--- src/rtl/key_flag_pkg.sv ---
// key_flag_pkg: shared types and constants for the key flag bank.
//   flag_mode_t - per-channel behaviour (STICKY / ONESHOT / TOGGLE)
//   MAX_FLAGS   - largest supported channel count
//   idxW()      - width of an index into n channels (minimum 1 bit)
package key_flag_pkg;

    typedef enum logic [1:0] {
        STICKY  = 2'd0,
        ONESHOT = 2'd1,
        TOGGLE  = 2'd2
    } flag_mode_t;

    localparam int MAX_FLAGS = 16;

    function automatic int idxW(input int n);
        return (n > 1) ? $clog2(n) : 1;
    endfunction

endpackage

--- src/rtl/key_flag_timer.sv ---
// key_flag_timer: auto-clear counter for one ONESHOT channel.
//   clk, rst_n - clock, synchronous active-low reset
//   restart    - effective set this cycle; counter goes back to 0
//   keep       - channel flag will be 1 after this edge; when low the count is dropped
//   flag       - current channel flag
//   expire     - flag is 1 and the counter sits at terminal count
module key_flag_timer
    import key_flag_pkg::*;
#(
    parameter int TIMEOUT_CYC = 1024
) (
    input  logic clk,
    input  logic rst_n,
    input  logic restart,
    input  logic keep,
    input  logic flag,
    output logic expire
);

    localparam int CW = $clog2(TIMEOUT_CYC);
    localparam logic [CW-1:0] TERM = CW'(TIMEOUT_CYC - 1);

    logic [CW-1:0] cnt;

    // Saturates at TERM; only a restart or the flag dropping brings it back to 0.
    always_ff @(posedge clk) begin
        if (!rst_n || !keep || restart)
            cnt <= '0;
        else if (cnt != TERM)
            cnt <= cnt + CW'(1);
    end

    assign expire = flag && (cnt == TERM);

endmodule

--- src/rtl/key_flag_bank.sv ---
// key_flag_bank: bank of N_FLAGS set/clear flags with per-channel mode,
// mutual exclusivity group and optional one-shot auto-clear.
//   clk, rst_n    - clock, synchronous active-low reset
//   load          - synchronous clear of all flags/timers (last_idx kept)
//   set, clr      - per-channel set/toggle and clear requests
//   consume       - clears every ONESHOT flag
//   flags         - registered flag state
//   any_flag      - registered OR of flags
//   last_idx      - lowest channel with an effective set in the latest update
//   timeout_pulse - one-cycle strobe when a ONESHOT flag auto-clears
// Build option: define KEY_FLAG_TIMEOUT_EN to build the auto-clear timers;
// otherwise timeout_pulse is tied to 0 and ONESHOT flags never time out.
module key_flag_bank
    import key_flag_pkg::*;
#(
    parameter int                   N_FLAGS     = 4,
    parameter logic [N_FLAGS-1:0]   EXCL_MASK   = 4'b0011,
    parameter logic [N_FLAGS-1:0]   SET_PRIO    = 4'b0001,
    parameter logic [2*N_FLAGS-1:0] FLAG_MODE   = '0,
    parameter int                   TIMEOUT_CYC = 1024
) (
    input  logic                       clk,
    input  logic                       rst_n,
    input  logic                       load,
    input  logic [N_FLAGS-1:0]         set,
    input  logic [N_FLAGS-1:0]         clr,
    input  logic                       consume,
    output logic [N_FLAGS-1:0]         flags,
    output logic                       any_flag,
    output logic [idxW(N_FLAGS)-1:0]   last_idx,
    output logic [N_FLAGS-1:0]         timeout_pulse
);

    localparam int IW = idxW(N_FLAGS);

    logic [N_FLAGS-1:0] setWin, clrWin, cand, exclRise, winOh, exclKill;
    logic [N_FLAGS-1:0] nxt, upd, expire;
    logic [IW-1:0]      lastNext;

    always_comb begin
        // SET_PRIO bit decides which request wins when both are high.
        setWin = set & (~clr | SET_PRIO);
        clrWin = clr & ~setWin;
        cand   = flags;
        upd    = '0;
        for (int i = 0; i < N_FLAGS; i++) begin
            if (setWin[i])
                cand[i] = (FLAG_MODE[2*i +: 2] == TOGGLE) ? ~flags[i] : 1'b1;
            else if (clrWin[i])
                cand[i] = 1'b0;
            else if (FLAG_MODE[2*i +: 2] == ONESHOT && (consume || expire[i]))
                cand[i] = 1'b0;
        end

        // Only a genuine 0->1 rise claims the exclusive group; lowest index wins.
        exclRise = EXCL_MASK & setWin & ~flags & cand;
        winOh    = exclRise & (~exclRise + N_FLAGS'(1));
        exclKill = (|exclRise) ? (EXCL_MASK & ~winOh) : '0;
        nxt      = cand & ~exclKill;

        // Re-setting an already-high flag counts, except where it would toggle it off.
        for (int i = 0; i < N_FLAGS; i++)
            upd[i] = setWin[i] & nxt[i] & (~flags[i] | (FLAG_MODE[2*i +: 2] != TOGGLE));

        lastNext = last_idx;
        for (int i = N_FLAGS - 1; i >= 0; i--)
            if (upd[i]) lastNext = IW'(i);
    end

    always_ff @(posedge clk) begin
        if (!rst_n) begin
            flags    <= '0;
            any_flag <= 1'b0;
            last_idx <= '0;
        end else if (load) begin
            flags    <= '0;
            any_flag <= 1'b0;
        end else begin
            flags    <= nxt;
            any_flag <= |nxt;
            last_idx <= lastNext;
        end
    end

`ifdef KEY_FLAG_TIMEOUT_EN
    genvar g;
    generate
        for (g = 0; g < N_FLAGS; g++) begin : gChan
            if (FLAG_MODE[2*g +: 2] == ONESHOT) begin : gTimer
                key_flag_timer #(.TIMEOUT_CYC(TIMEOUT_CYC)) uTimer (
                    .clk     (clk),
                    .rst_n   (rst_n),
                    .restart (setWin[g] & nxt[g]),
                    .keep    (nxt[g] & ~load),
                    .flag    (flags[g]),
                    .expire  (expire[g])
                );
            end else begin : gNoTimer
                assign expire[g] = 1'b0;
            end
        end
    endgenerate

    // Pulse only when the timeout itself is what drops the flag.
    always_ff @(posedge clk) begin
        if (!rst_n || load)
            timeout_pulse <= '0;
        else
            timeout_pulse <= expire & ~setWin & ~clrWin & ~exclKill;
    end
`else
    assign expire        = '0;
    assign timeout_pulse = '0;
`endif

endmodule

--- config.mk ---
export PLATFORM = sky130hd
export DESIGN_NAME = key_flag_bank
export DESIGN_NICKNAME = d
export VERILOG_FILES = /design/src/rtl/key_flag_pkg.sv /design/src/rtl/key_flag_timer.sv /design/src/rtl/key_flag_bank.sv
export SDC_FILE = /design/constraint.sdc
export NUM_CORES = 1
export LEC_CHECK = 0
export CORE_AREA = 2 2 39 41
export CTS_CLUSTER_SIZE = 30
export DETAILED_ROUTE_END_ITERATION = 8
export DIE_AREA = 0 0 41 43
export GPL_TIMING_DRIVEN = 0
export SLEW_MARGIN = 20
export SYNTH_ARGS = -nofsm -noshare
export SYNTH_HDL_FRONTEND = slang
export SYNTH_SLANG_ARGS = --single-unit
--- constraint.sdc ---
create_clock -name clk -period 1.8 [get_ports clk]
set_clock_uncertainty 0.15 [all_clocks]
set_input_delay 0.54 -clock clk [delete_from_list [all_inputs] [get_ports clk]]
set_output_delay 0.54 -clock clk [all_outputs]
set_load 0.02 [all_outputs]
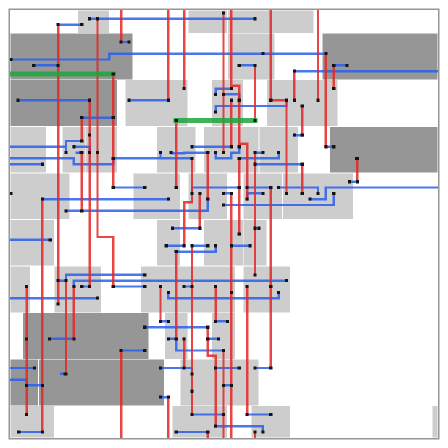
(layout detail)
Window x 8 to 33, y 9 to 34 microns. Cells in grey, sequential cells in the stronger grey; small squares are vias.
Red shows met2. Green shows met3. Blue shows met1.
Most frequent: dfxtp_1 (6). 35 logic cells have their middle in the window. Sequential cells in the window: 6. Netlist names of flops here include flags (4), last_idx (2).

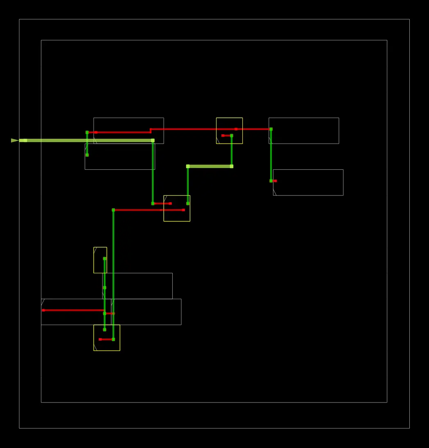
(clock routing)
Flops: 7
clock network power: 137 uW

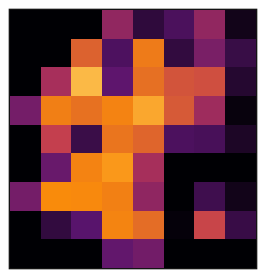
(cell density map)
(6 px per micron) The die is cut into 8 by 9 equal tiles; black is low, pale yellow is high, 0 to 100% covered.
The densest ninth of the die: middle. The emptiest ninth of the die: bottom right. 28% of the tiles are nearly empty. The fullest tile reaches 85%. The mean over all tiles is 31%.

## cell families (layout without fill, tap and decap cells)
kind of cell | after synthesis | after routing | share of synthesized area
AND-OR/OR-AND | 7 | 7 | 0.190
buffers and inverters | 7 | 28 | 0.120
other | 1 | 4 | 0.0109
flip-flops | 7 | 7 | 0.409
AND/OR/NAND/NOR | 14 | 14 | 0.270
## power by group through the flow
stage | Combinational [mW] | Clock (mW) | Sequential [mW]
2_1_floorplan | 0.0357 | 0 | 0.180
3_3_place_gp | 0.0912 | 0 | 0.170
3_5_place_dp | 0.0913 | 0 | 0.170
4_1_cts | 0.0842 | 0.147 | 0.167
5_1_grt | 0.0913 | 0.156 | 0.168
6_report | 0.0830 | 0.137 | 0.167
## per-layer routing
layer | wire length (microns) | GRT usage | share of wire
met1 | 288 | 0.112 | 0.41
met2 | 376 | 0.147 | 0.53
met3 | 45 | 0.0785 | 0.063
met4 | 0 | 0.0800 | 0
met5 | 0 | 0 | 0
## cell type report
type,instances,area share
Buffer,4,0.0538
Clock buffer,4,0.0471
Inverter,3,0.0202
Multi-Input combinational cell,25,0.309
Sequential cell,7,0.251
Tap cell,16,0.0359
Timing Repair Buffer,17,0.283
## sequential cells by signal, indices dropped and copies added (netlist names)
register and cells:
last_idx 2, any_flag 1, flags 4
## final timing paths
path | slack (ps) | from | cells past startpoint | end
setup / recovery | 40 | rst_n | 4 | any_flag$_SDFF_PP0_
hold / removal | 340 | flags[2]$_SDFF_PP0_ | 2 | flags[2]$_SDFF_PP0_
setup reg to reg | 390 | flags[1]$_SDFF_PP0_ | 3 | any_flag$_SDFF_PP0_
hold reg to reg | 340 | flags[2]$_SDFF_PP0_ | 2 | flags[2]$_SDFF_PP0_
## per-stage QoR
stage               hold WS (ps)  instances
floorplan                    404         39
global placement             332         72
detailed placement           332         72
CTS                          342         76
global route                 379         76
finish                       338         76
## worst max-delay path, stage by stage
cell and delay, ps:
clkdlybuf4s50_1 480, nand2b_4 120, nor3_1 60, or4_1 520
## cell usage in the layout (no fill, tap or decap)
cell,n
dlygate4sd2_1,10
dfxtp_1,7
clkdlybuf4s50_1,7
nand2b_1,4
buf_4,4
conb_1,4
nor2_1,3
inv_1,3
clkbuf_4,3
nor3_1,2
o221a_1,2
nand2b_4,1
and4bb_1,1
a211oi_1,1
a2111oi_2,1
or4_1,1
and2_1,1
a21oi_1,1
a31oi_1,1
or2_1,1
a41oi_1,1
clkbuf_1,1
## what timing repair did
action	4_1_cts	5_1_grt
resized	10	0
hold endpoints to repair	0	0
setup endpoints to repair	8	0
==> results.yml <==
# physical design summary
clock_network:
  postCtsHoldBufs: 0
  cts_tree: "yes"
  clk_path_buf_depth: 2
  root_buffer: "clkbuf_4"
  cts_setup_buffers: 0
die:
  die_x_microns: 41
  rows: 14
power:
  switching_power_uw: 96.4
  clockPowerShare: 0.355
  power_frac_seq: 0.431
finish:
  drive_gt1_frac: 0.150
  final-comb-area_sq_um: 173
  seq_area_sq_um: 140
global_route:
  antenna_found_initial: 0
  overflow: 0
placement:
  numPortBuffers: 17
  hpwl_microns: 592
logic_synthesis:
  synthTopCellsByArea: "dfxtp_1 (41%), buf_4 (8.8%), nand2b_1 (7.3%)"
  synth_top_cell_by_count: "dfxtp_1"
  syn_area_sq_um: 343
  ys_cells: 36
  synth_area_leader_cell: "dfxtp_1"
  top_cell_area_share: 0.409
  synth-main-ff-cell: "dfxtp_1"
final_timing:
  rsz0062_at_grt: "no"
  fin_crit_sh: 0.978
  min_period_ps: 1760
worst_setup_path:
  crit_path_start_kind: "primary input"
  end_kind: "flip-flop"
  crit_type: "primary input to flip-flop"
  required_ps: 1760
min_path:
  hp-class: "flip-flop to flip-flop"
route:
  drt-vias-per-instance: 4.22
run_status:
  status: "finished clean"
Power and IR drop assume default switching activity.
